`src/rtl/energy_pkg.sv`:
```
// energy_pkg: FSM state encoding and width helpers for the energy accumulator
package energy_pkg;
   typedef enum logic [1:0] {IDLE, ACCUM, DONE} state_t;
   function automatic int dot_width(input int vs, input int jw);
      return $clog2(vs) + jw;
   endfunction
   function automatic int energy_width(input int vs, input int dw);
      return dw + $clog2(vs) + 1;
   endfunction
endpackage

```
`src/rtl/adder_subtractor_unit.sv`:
```
// adder_subtractor_unit: y = a - b when sub is set, otherwise a + b
module adder_subtractor_unit #(
   parameter int WIDTH = 8
) (
   input  logic [WIDTH-1:0] a,
   input  logic [WIDTH-1:0] b,
   input  logic             sub,
   output logic [WIDTH-1:0] y
);
   assign y = sub ? a - b : a + b;
endmodule

```
`src/rtl/energy_accumulator.sv`:
```
// energy_accumulator: signed sum of sigma-weighted dot products, with best-energy tracking
module energy_accumulator
   import energy_pkg::*;
#(
   parameter int VECTOR_SIZE     = 256,
   parameter int J_ELEMENT_WIDTH = 4,
   parameter int DOT_WIDTH       = dot_width(VECTOR_SIZE, J_ELEMENT_WIDTH),
   parameter int ENERGY_WIDTH    = energy_width(VECTOR_SIZE, DOT_WIDTH)
) (
   input  logic                           clk,
   input  logic                           rst,
   input  logic                           start,
   input  logic [VECTOR_SIZE-1:0]         sigma,
   input  logic                           dot_valid,
   output logic                           dot_ready,
   input  logic signed [DOT_WIDTH-1:0]    dot_in,
   output logic [$clog2(VECTOR_SIZE)-1:0] col_idx,
   output logic                           energy_valid,
   input  logic                           energy_ready,
   output logic signed [ENERGY_WIDTH-1:0] energy_out,
   output logic                           busy,
   output logic signed [ENERGY_WIDTH-1:0] best_energy,
   output logic                           best_valid,
   output logic                           new_best
);
   localparam int CW = $clog2(VECTOR_SIZE);
   state_t state, state_nx;
   logic [VECTOR_SIZE-1:0] sigma_q;
   logic signed [ENERGY_WIDTH-1:0] acc, dot_ext, sum;
   logic xfer, last, hs, better;
   assign dot_ready    = state == ACCUM;
   assign energy_valid = state == DONE;
   assign busy         = state != IDLE;
   assign energy_out   = acc;
   assign xfer         = dot_valid & dot_ready;
   assign last         = col_idx == CW'(VECTOR_SIZE - 1);
   assign hs           = energy_valid & energy_ready;
   assign better       = !best_valid || acc < best_energy;
   // sign extension first, so negating the most negative dot product cannot overflow
   assign dot_ext      = ENERGY_WIDTH'(dot_in);
   adder_subtractor_unit #(.WIDTH(ENERGY_WIDTH)) u_addsub (
      .a  (acc),
      .b  (dot_ext),
      .sub(~sigma_q[col_idx]),
      .y  (sum)
   );
   always_comb begin
      state_nx = state;
      state_nx = (state == IDLE && start) ? ACCUM :
                 (xfer && last)           ? DONE  :
                 hs                       ? IDLE  : state;
   end
   always_ff @(posedge clk) begin
      if (rst) begin
         state       <= IDLE;
         acc         <= '0;
         col_idx     <= '0;
         sigma_q     <= '0;
         best_energy <= '0;
         best_valid  <= 1'b0;
         new_best    <= 1'b0;
      end else begin
         state    <= state_nx;
         new_best <= hs && better;
         if (state == IDLE && start) begin
            sigma_q <= sigma;
            acc     <= '0;
            col_idx <= '0;
         end
         if (xfer) begin
            acc     <= sum;
            col_idx <= last ? '0 : col_idx + 1'b1;
         end
         if (hs && better) begin
            best_energy <= acc;
            best_valid  <= 1'b1;
         end
      end
   end
endmodule
```
`config.mk`:
```
export PLATFORM = sky130hd
export DESIGN_NAME = energy_accumulator
export DESIGN_NICKNAME = d
export VERILOG_FILES = /design/src/rtl/energy_pkg.sv /design/src/rtl/adder_subtractor_unit.sv /design/src/rtl/energy_accumulator.sv
export SDC_FILE = /design/constraint.sdc
export NUM_CORES = 1
export LEC_CHECK = 0
export ABC_AREA = 1
export CORE_MARGIN = 2
export CORE_UTILIZATION = 57
export CTS_BUF_LIST = sky130_fd_sc_hd__clkbuf_8
export CTS_CLUSTER_DIAMETER = 150
export CTS_CLUSTER_SIZE = 28
export DETAILED_ROUTE_END_ITERATION = 7
export PLACE_DENSITY = 0.88
export SLEW_MARGIN = 30
export SYNTH_ARGS = -nofsm -noshare
export SYNTH_HDL_FRONTEND = slang
export SYNTH_SLANG_ARGS = --single-unit
```
`constraint.sdc`:
```
create_clock -name clk -period 10.1 [get_ports clk]
set_input_delay 2.02 -clock clk [delete_from_list [all_inputs] [get_ports clk]]
set_output_delay 2.02 -clock clk [all_outputs]
set_load 0.03 [all_outputs]
```
Figure 1. Layout detail.
Region (69, 102) to (99, 132) um. Cells in gray, sequential cells in the stronger gray; small squares are vias.
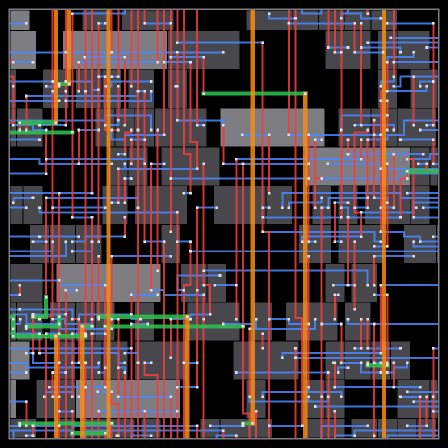
M1 -> blue
M2 -> red
M4 -> orange
M3 -> green
netlist names of flops here include = col_idx (2), energy_out (2)
most frequent = nand2_1 (18), nand3_1 (11), inv_1 (10)
cells with their middle in the window = 92
sequential cells in the window = 5

Figure 2. Routed metal, one color a layer.
Scale: 2 px per um. Only two layers are drawn.
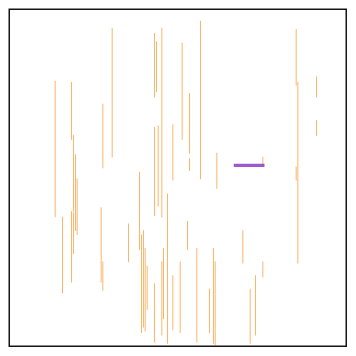
M4 -> orange  # wire length 1,740 um
M5 -> purple  # wire length 13.8 um

Figure 3. M1 wires.
Scale: 2 px per um. Supply wires on this layer in gray.
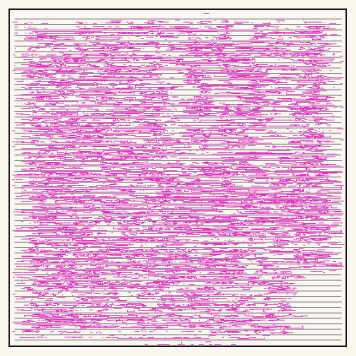
nets with wire on the layer = 2,572
share of all routed wire = 43%
wire length on this layer = 20,000 um
longest straight run = 57.0 um
main direction = horizontal

==> summary.txt <==
fresh numbers from the pnr run: root buf cell=clkbuf_8, CP max FO=~100, # Cells Yosys=2,269, Pleak=7.71 nW, top cells by area=dfxtp_1 41%, nor2_1 13%, o21ai_0 11%, fin crit share=51.5%, Worst slew margin=30.5%, yosys stat area=approximately 15,000 um2, first-pass GRT wire length=73,000 um, post-route minimum period=5.21 ns, share of layout cells above drive strength 1=2.10%, Congestion Overflow GR=0, Pins Over Slew Limit=0, crit path launch type=flop, Placed Instance Area=18,300 um2, Fin Hold WS=0.463 ns, detailed-router iteration count before antenna repair=7, CTS buffer count=15, HP Class=flop to flop, Rows=59, Post-Synthesis Cells=2,269, VDD IR max=0.102 mV, EDFF count, synth=0, total die size=roughly 28,000 um2, number of signal-net buffers in the layout=336, Unique masters post-synth=approximately 44, Seq share, synth=between 40 and 50%, Logic area=7600 um2, antenna viol nets, final=0, port buffer count=327, CTS tree=done, final HPWL from detailed placement=roughly 32,000 um, antenna violations before repair=6, Worst Skew=about 0.079 ns, P&R area growth vs syn=21.8%, crit path kind=flop to flop, final setup fails=0, drt total wl=46,100 um, mapped cell area=about 15,000 um2, Bufs on Longest Clock Path=3, Die X-Extent=168 um, post-CTS resize count=0, post-synthesis area per instance=between 6 and 7 um2, max capacitance violation total=0, DRT iter0 DRCs=1,426, FILL cells=around 2,200, flop count=310, status=completed, Synth Flop Type=dfxtp_1, GRT Resource Usage Total=31.6%, Crit. End Element=flop, inverters=199, Placeable Area=26,200 um2, Initial Util=58.3%, proportion of cell area occupied by registers=33.4%, Yosys warning total=0, setup TNS=0 ns, number of setup buffers added after CTS=0, number of global-route vias before repair=14,630, multi-input combinational area share=40.8%, post-DR wirelength/cell=16.4 um, CTS H-tree lvls=1, clock slew at reported path FFs=0.19 ns, # DRC=0, Via density=~5.5, WP data arrival=around 5.7 ns, die height=roughly 170 um, Logic Gate Count=between 1,500 and 2,000, RSZ-0062 raised after global routing=no, Worst Path Required=10.62 ns, Leading cell kind=multi-input combinational cells, Final Hold Fails=0, number of tapcells=335, fraction of registers with async set/reset=0%, Log Warnings=33, I/O pin total=between 300 and 400, Insertion Delay late pin=0.59 ns, pwr/cell area=roughly 130 nW/um2, Final GP Congestion=0.870, diode count=5, clk_buf instances=15, Top-area cell share=a little over 40%, vias=between 15,000 and 20,000, largest net degree at the start of global routing=191, syn_nets=2,586, Nets=2,792, hold buffers post-CTS=0, Yosys top cell by area=dfxtp_1, measured slew at the worst slew-check pin=1.04 ns, Reg area=6210 um2, flops out of synthesis=between 300 and 400, NonClk Buf Share=a little under a fifth, CTS Sinks=310, Max Fclk=192 MHz, Final clock-cell share=1.35%, Design Area, Final=~19,000 um2
[placed cells by master (no fill, tap or decap), types with 4 or more instances in the layout]
cell type,instances
nor2_1,510
clkdlybuf4s50_1,327
nor2_2,6
diode_2,5
nand3_2,4
inv_1,194
buf_4,7
dfxtp_1,308
o211ai_1,15
ha_1,43
clkbuf_8,15
o21ai_1,33
nand2_1,300
xor2_1,8
nor3_1,8
o21ai_0,331
nand3_1,118
xnor2_1,6
a21oi_1,196
[report_power, final]
group	internal [W]	switching, W	leakage, nW	total (W)
Combinational	0.000244	0.000322	5.02	0.000566
Clock	0.000145	0.000391	0.130	0.000537
Sequential	0.00131	0.0000508	2.56	0.00136
[critical path, cell delays in order (launching register included)]
cell,delay (ns)
dfxtp_4,0.82
buf_6,0.70
nand2_1,0.13
nand3_1,0.11
nand2_1,0.06
nand2_1,0.05
nand2_1,0.08
inv_1,0.05
nand2_1,0.11
a21oi_1,0.24
nand3_1,0.12
nand3_2,0.12
nand2_4,0.15
nor2_1,0.15
xor2_1,0.16
inv_1,0.06
ha_1,0.33
a21oi_1,0.21
nand2_1,0.17
a21oi_1,0.19
inv_1,0.09
a21oi_1,0.22
o21ai_0,0.17
nand3_1,0.11
nand2_1,0.07
a21oi_1,0.12
o21ai_0,0.11
a21oi_1,0.14
[registers in the layout, indices dropped and copies added (netlist names)]
name and count:
energy_out 21, best_valid 1, col_idx 8, new_best 1, best_energy 21, sigma_q 256, state 2
[logic make-up after synthesis]
| kind of cell | count (synthesis) | synth area share, % |
|---|---|---|
| XOR/XNOR | 14 | 0.802 |
| AND-OR/OR-AND | 597 | 20.2 |
| AND/OR/NAND/NOR | 958 | 25.0 |
| buffers and inverters | 346 | 9.77 |
| adder cells (fa/ha/maj) | 44 | 3.65 |
| flip-flops | 310 | 40.6 |
[layer usage]
layer	track usage, %	vias up	part of all wire [%]
li1	-	7725	-
met1	42.3	7065	43
met2	52.6	630	46
met3	3.59	109	6.5
met4	12.4	2	3.8
met5	0	-	0.028
[synth_stat cells (all sizes together) (2+ instances only)]
master  number
a21oi      197
a221oi       3
a31oi        3
and3         2
buf         49
clkbuf      98
clkinv       3
dfxtp      310
ha          43
inv        196
nand2      305
nand3      122
nand4        2
nor2       516
nor3         8
o211ai      15
o21a         3
o21ai      365
o22ai        2
o31ai        3
or2          2
xnor2        6
xor2         8
[worst paths after layout]
kind	slack [ns]	startpoint	cells past startpoint	to
min	0.46	sigma_q[79]	2	sigma_q[79]
max reg2reg	4.89	col_idx[0]	27	energy_out[17]
max	4.89	col_idx[0]	27	energy_out[17]
min reg2reg	0.46	sigma_q[79]	2	sigma_q[79]
[per-stage QoR]
step / instances / utilization, % / power [W] / worst slack, ns
2_1_floorplan: 2269 / - / 0.00174 / 5.44
3_3_place_gp: 2792 / 69.9 / 0.00193 / 4.57
3_5_place_dp: 2792 / 69.9 / 0.00195 / 4.56
4_1_cts: 2811 / 70.9 / 0.00246 / 5.00
5_1_grt: 2817 / 71.0 / 0.00259 / 4.45
6_report: 2817 / 71.0 / 0.00247 / 4.89
Power is estimated from default activity; no workload was simulated.
